==> run_1/io_fan.png <==
Drawn at 1.5 px/um.
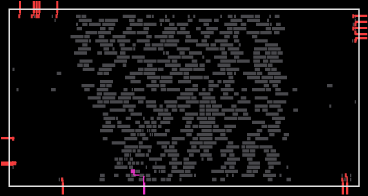
==> run_1/placement_by_type.png <==
Drawn at 2 px/um.
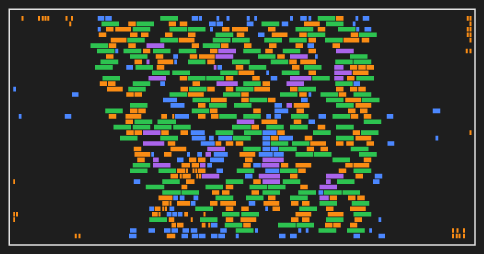
==> run_1/cell_density.png <==
Drawn at 2 px/um. 23 x 12 tiles, from dark blue (low) to red (high), 0 to 100% covered.
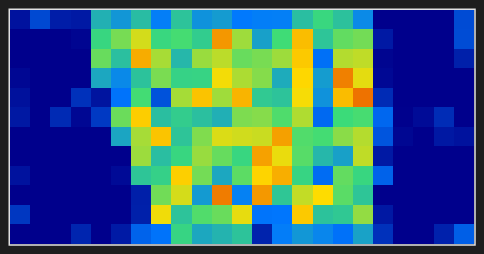
==> run_1/placement.png <==
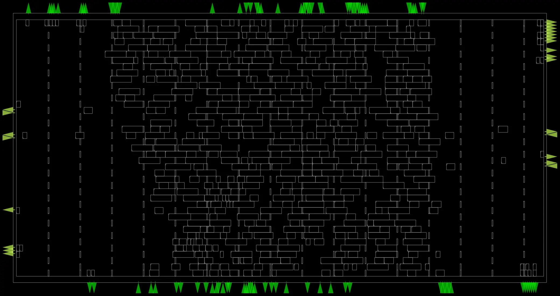
Design adder_result_fifo, sky130hd; sources not shown.
==> impl_metrics.env, run 1 <==
# physical design summary
export IMPL_comb_area_um2=2690
export IMPL_grt_usage_pct=10.93
export IMPL_setup_violations=33
export IMPL_wl_met2_mm=7.081
export IMPL_h_tree_depth=4
export IMPL_worstPathCellList="buf_6 > buf_12 > mux4_2 > buf_2"
export IMPL_failed_checks="setup timing"
export IMPL_path_class="reg -> out"
export IMPL_power_density_nw_per_um2=1667
export IMPL_r2r_cells=9
export IMPL_drive_gt1_share_pct=53.86
export IMPL_fin_skew_ps=9.445
export IMPL_antenna_found_initial=0
export IMPL_cts_buffers=17
export IMPL_status="finished with violations"
export IMPL_wire_per_inst_um=15.78
export IMPL_clock_fmax_ghz=0.4517
export IMPL_fin_ws_ps=-114.1
export IMPL_hpwl_mm=9.009
export IMPL_syn_inst=404
export IMPL_crit_buf_inv=3
export IMPL_mux_share_pct=35.02
export IMPL_cp_arrival_ps=1790
export IMPL_cp_max_fo=8
export IMPL_area_delta_synth_final_pct=29.33
export IMPL_ys_area_um2=6621
export IMPL_clock_sink_count=144
export IMPL_drv_cap=0
export IMPL_ctsLongestPathBuffers=2
export IMPL_final_max_slew_violation_count=0
export IMPL_cp_slowest_stage_delay_ps=550
export IMPL_edf_count=0
export IMPL_drtPass1Iterations=4
export IMPL_p_leak_nw=3.586
export IMPL_ant_nets=0
export IMPL_largest_reg_flops=136
Notes on io_fan.png above:
[magenta] out_valid | direction: output | end cells: 1 | buffers: 1 | wire: 11.9 um
[red] carry_count | direction: output | end cells: 16 | buffers: 0 | wire: 47.9 um
Port Buf Inserts: 78
top-level I/O count: 111

Notes on placement_by_type.png above:
[orange] combinational and other logic | cells: 239 | share of their area: 33%
[blue] other buffers and delay cells | cells: 116 | share of their area: 14%
[purple] clock drivers and dummy loads | cells: 32 | share of their area: 8.2%
[green] flops | cells: 144 | share of their area: 44%
num rows: 41
Seq/total area: 42.14%
final instance area: 8563 um^2

Notes on cell_density.png above:
tiles over 75% full: 7.2%
fullest tile: 87%
densest ninth of the die: middle
fin util: 33.45%
core area: 25,600 um^2
FP Core Util: 25.87%

Notes on placement.png above:
Layout fillers: 2,468
Tapcells: 344

==> run 1: report_power, final <==
group / internal [mW] / switching [mW]
combinational: 3.79 / 2.19
clock: 2.21 / 1.18
sequential: 4.22 / 0.697
total: 10.2 / 4.06
==> run 1: stage by stage <==
step | hold WS, ps | TNS (ps) | utilization (%) | total power [mW] | area (um^2)
floorplan | 124.4 | 0 | - | 8.541 | 6744
global placement | 390.1 | 0 | 30.77 | 11.19 | 7876
detailed placement | 397.6 | -9.132 | 30.77 | 11.32 | 7876
CTS | 504.0 | -2752 | 33.58 | 14.61 | 8596
global route | 513.6 | -3565 | 33.44 | 15.23 | 8561
finish | 500.4 | -1309 | 33.45 | 14.28 | 8563
--- run 2 (diff from run 1) ---
==> constraint.sdc (replaced) <==
create_clock -name clk -period 2.1 [get_ports clk]
set_input_delay 0.315 -clock clk [delete_from_list [all_inputs] [get_ports clk]]
set_output_delay 0.315 -clock clk [all_outputs]
set_load 0.005 [all_outputs]
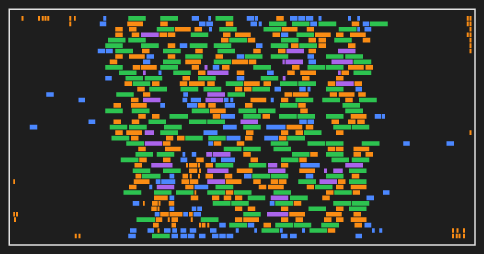
(run_2/placement_by_type.png)
Drawn at 2 px/um.
[orange] combinational and other logic | cells: 239 | share of their area: 33%
[green] flops | cells: 144 | share of their area: 44%
[blue] other buffers and delay cells | cells: 117 | share of their area: 14%
[purple] clock drivers and dummy loads | cells: 32 | share of their area: 8.0%
final instance area: 8586 um^2
fin util: 33.54%

==> run 2 against run 1 <==
The flow still finishes with violations (setup timing). Synthesized area did not move. Hold slack lost 120 ps. First-iteration DRC count fell by 56%. Critical path type unchanged. Critical endpoint is now out_sum[24].
==> impl_metrics.env, run 2 <==
# physical design summary
export IMPL_status="finished with violations"
export IMPL_failed_checks="setup timing"
export IMPL_yosys_stat_seqShare_pct=54.42
export IMPL_overflow=0
export IMPL_ctsLongestPathBuffers=2
export IMPL_cp_max_fo=8
export IMPL_ys_area_um2=6621
export IMPL_core_area_um2=25600
export IMPL_fin_skew_ps=4.797
export IMPL_final_max_slew_violation_count=0
export IMPL_power_mw=14.48
export IMPL_fin_ws_ps=-49.81
export IMPL_worstPathCellList="buf_12 > buf_16 > mux4_2 > buf_2"
export IMPL_grt_usage_pct=10.87
export IMPL_place_area_um2=7776
export IMPL_path_class="reg -> out"
export IMPL_top_power_group="combinational cells"
export IMPL_stdcell_count=876
export IMPL_edf_count=0
export IMPL_rsz0062_at_grt="yes"
export IMPL_p_seq_mw=4.93
export IMPL_cp_slowest_stage_delay_ps=510
export IMPL_r2r_cells=8
export IMPL_seq_power_share_pct=34.1
export IMPL_p_leak_nw=3.603
export IMPL_antenna_found_initial=0
export IMPL_cp_arrival_ps=1830
export IMPL_grt_util_met1_pct=13.73
export IMPL_h_tree_depth=4
export IMPL_wire_per_inst_um=15.85
export IMPL_synth_cells_yosys=404
export IMPL_setup_violations=15
export IMPL_crit_buf_inv=3
export IMPL_yosys_most_used_dff="dfrtp_1"
export IMPL_p_int_mw=10.40
export IMPL_rows=41
export IMPL_clock_fmax_ghz=0.4652
export IMPL_pwr_group_clock_mw=3.33
export IMPL_area_delta_synth_final_pct=29.67
export IMPL_p_switching_mw=4.080
export IMPL_startpoint_type="register"
export IMPL_mux_share_pct=35.02
export IMPL_clock_sink_count=144
export IMPL_fillers=2459
export IMPL_syn_inst=404
export IMPL_comb_power_share_pct=42.9
export IMPL_power_density_nw_per_um2=1686
export IMPL_vias_per_cell=4.136
export IMPL_ctsHoldBuffers=1
export IMPL_ant_nets=0
export IMPL_drv_cap=0
export IMPL_hpwl_mm=8.833
export IMPL_cts_buffers=17
export IMPL_drive_gt1_share_pct=53.57
export IMPL_io_pins=111
export IMPL_setup_tns_final_ps=-447.6
export IMPL_comb_area_um2=2690
export IMPL_sw_frac_of_total_pct=28.18
export IMPL_met3_usage_pct=2.641
export IMPL_power_frac_clock_pct=23.0
export IMPL_pg_comb_mw=6.21
export IMPL_whs_ps=379.1
export IMPL_fp_util_pct=25.87
export IMPL_drtPass1Iterations=3
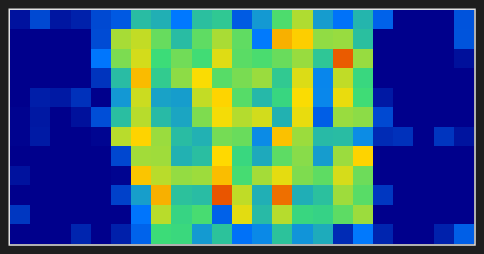
(run_2/cell_density.png)
Drawn at 2 px/um. 23 x 12 tiles, from dark blue (low) to red (high), 0 to 100% covered.
tiles over 75% full: 5.1%
nearly empty tiles: 33%
fullest tile: 90%
mean over tiles: 30%

run 2: cell counts after synthesis:
Identical to the previous run, type by type.
run 2: cell type report:
class	instances	share of cell area, %
sequential	144	42.01
timing repair buffer	117	13.67
inverter	8	0.3498
multi-input combinational	231	31.33
tap	344	5.013
clock inverter	11	2.142
clock buffer	21	5.479
run 2: layer usage:
layer / share of wire (%) / wire (um)
met2: 51 / 7121
met5: 0 / 0
met1: 45 / 6211
met3: 2.5 / 344
met4: 1.5 / 208
run 2: cell families after synthesis:
kind of cell | after synthesis
AOI/OAI and AO/OA | 2
DFF | 144
xor gates and xnor gates | 6
adders and majority gates | 6
and+or+nand+nor | 13
muxes | 172
buffers and inverters | 60
other | 1
Power and IR drop assume default switching activity.
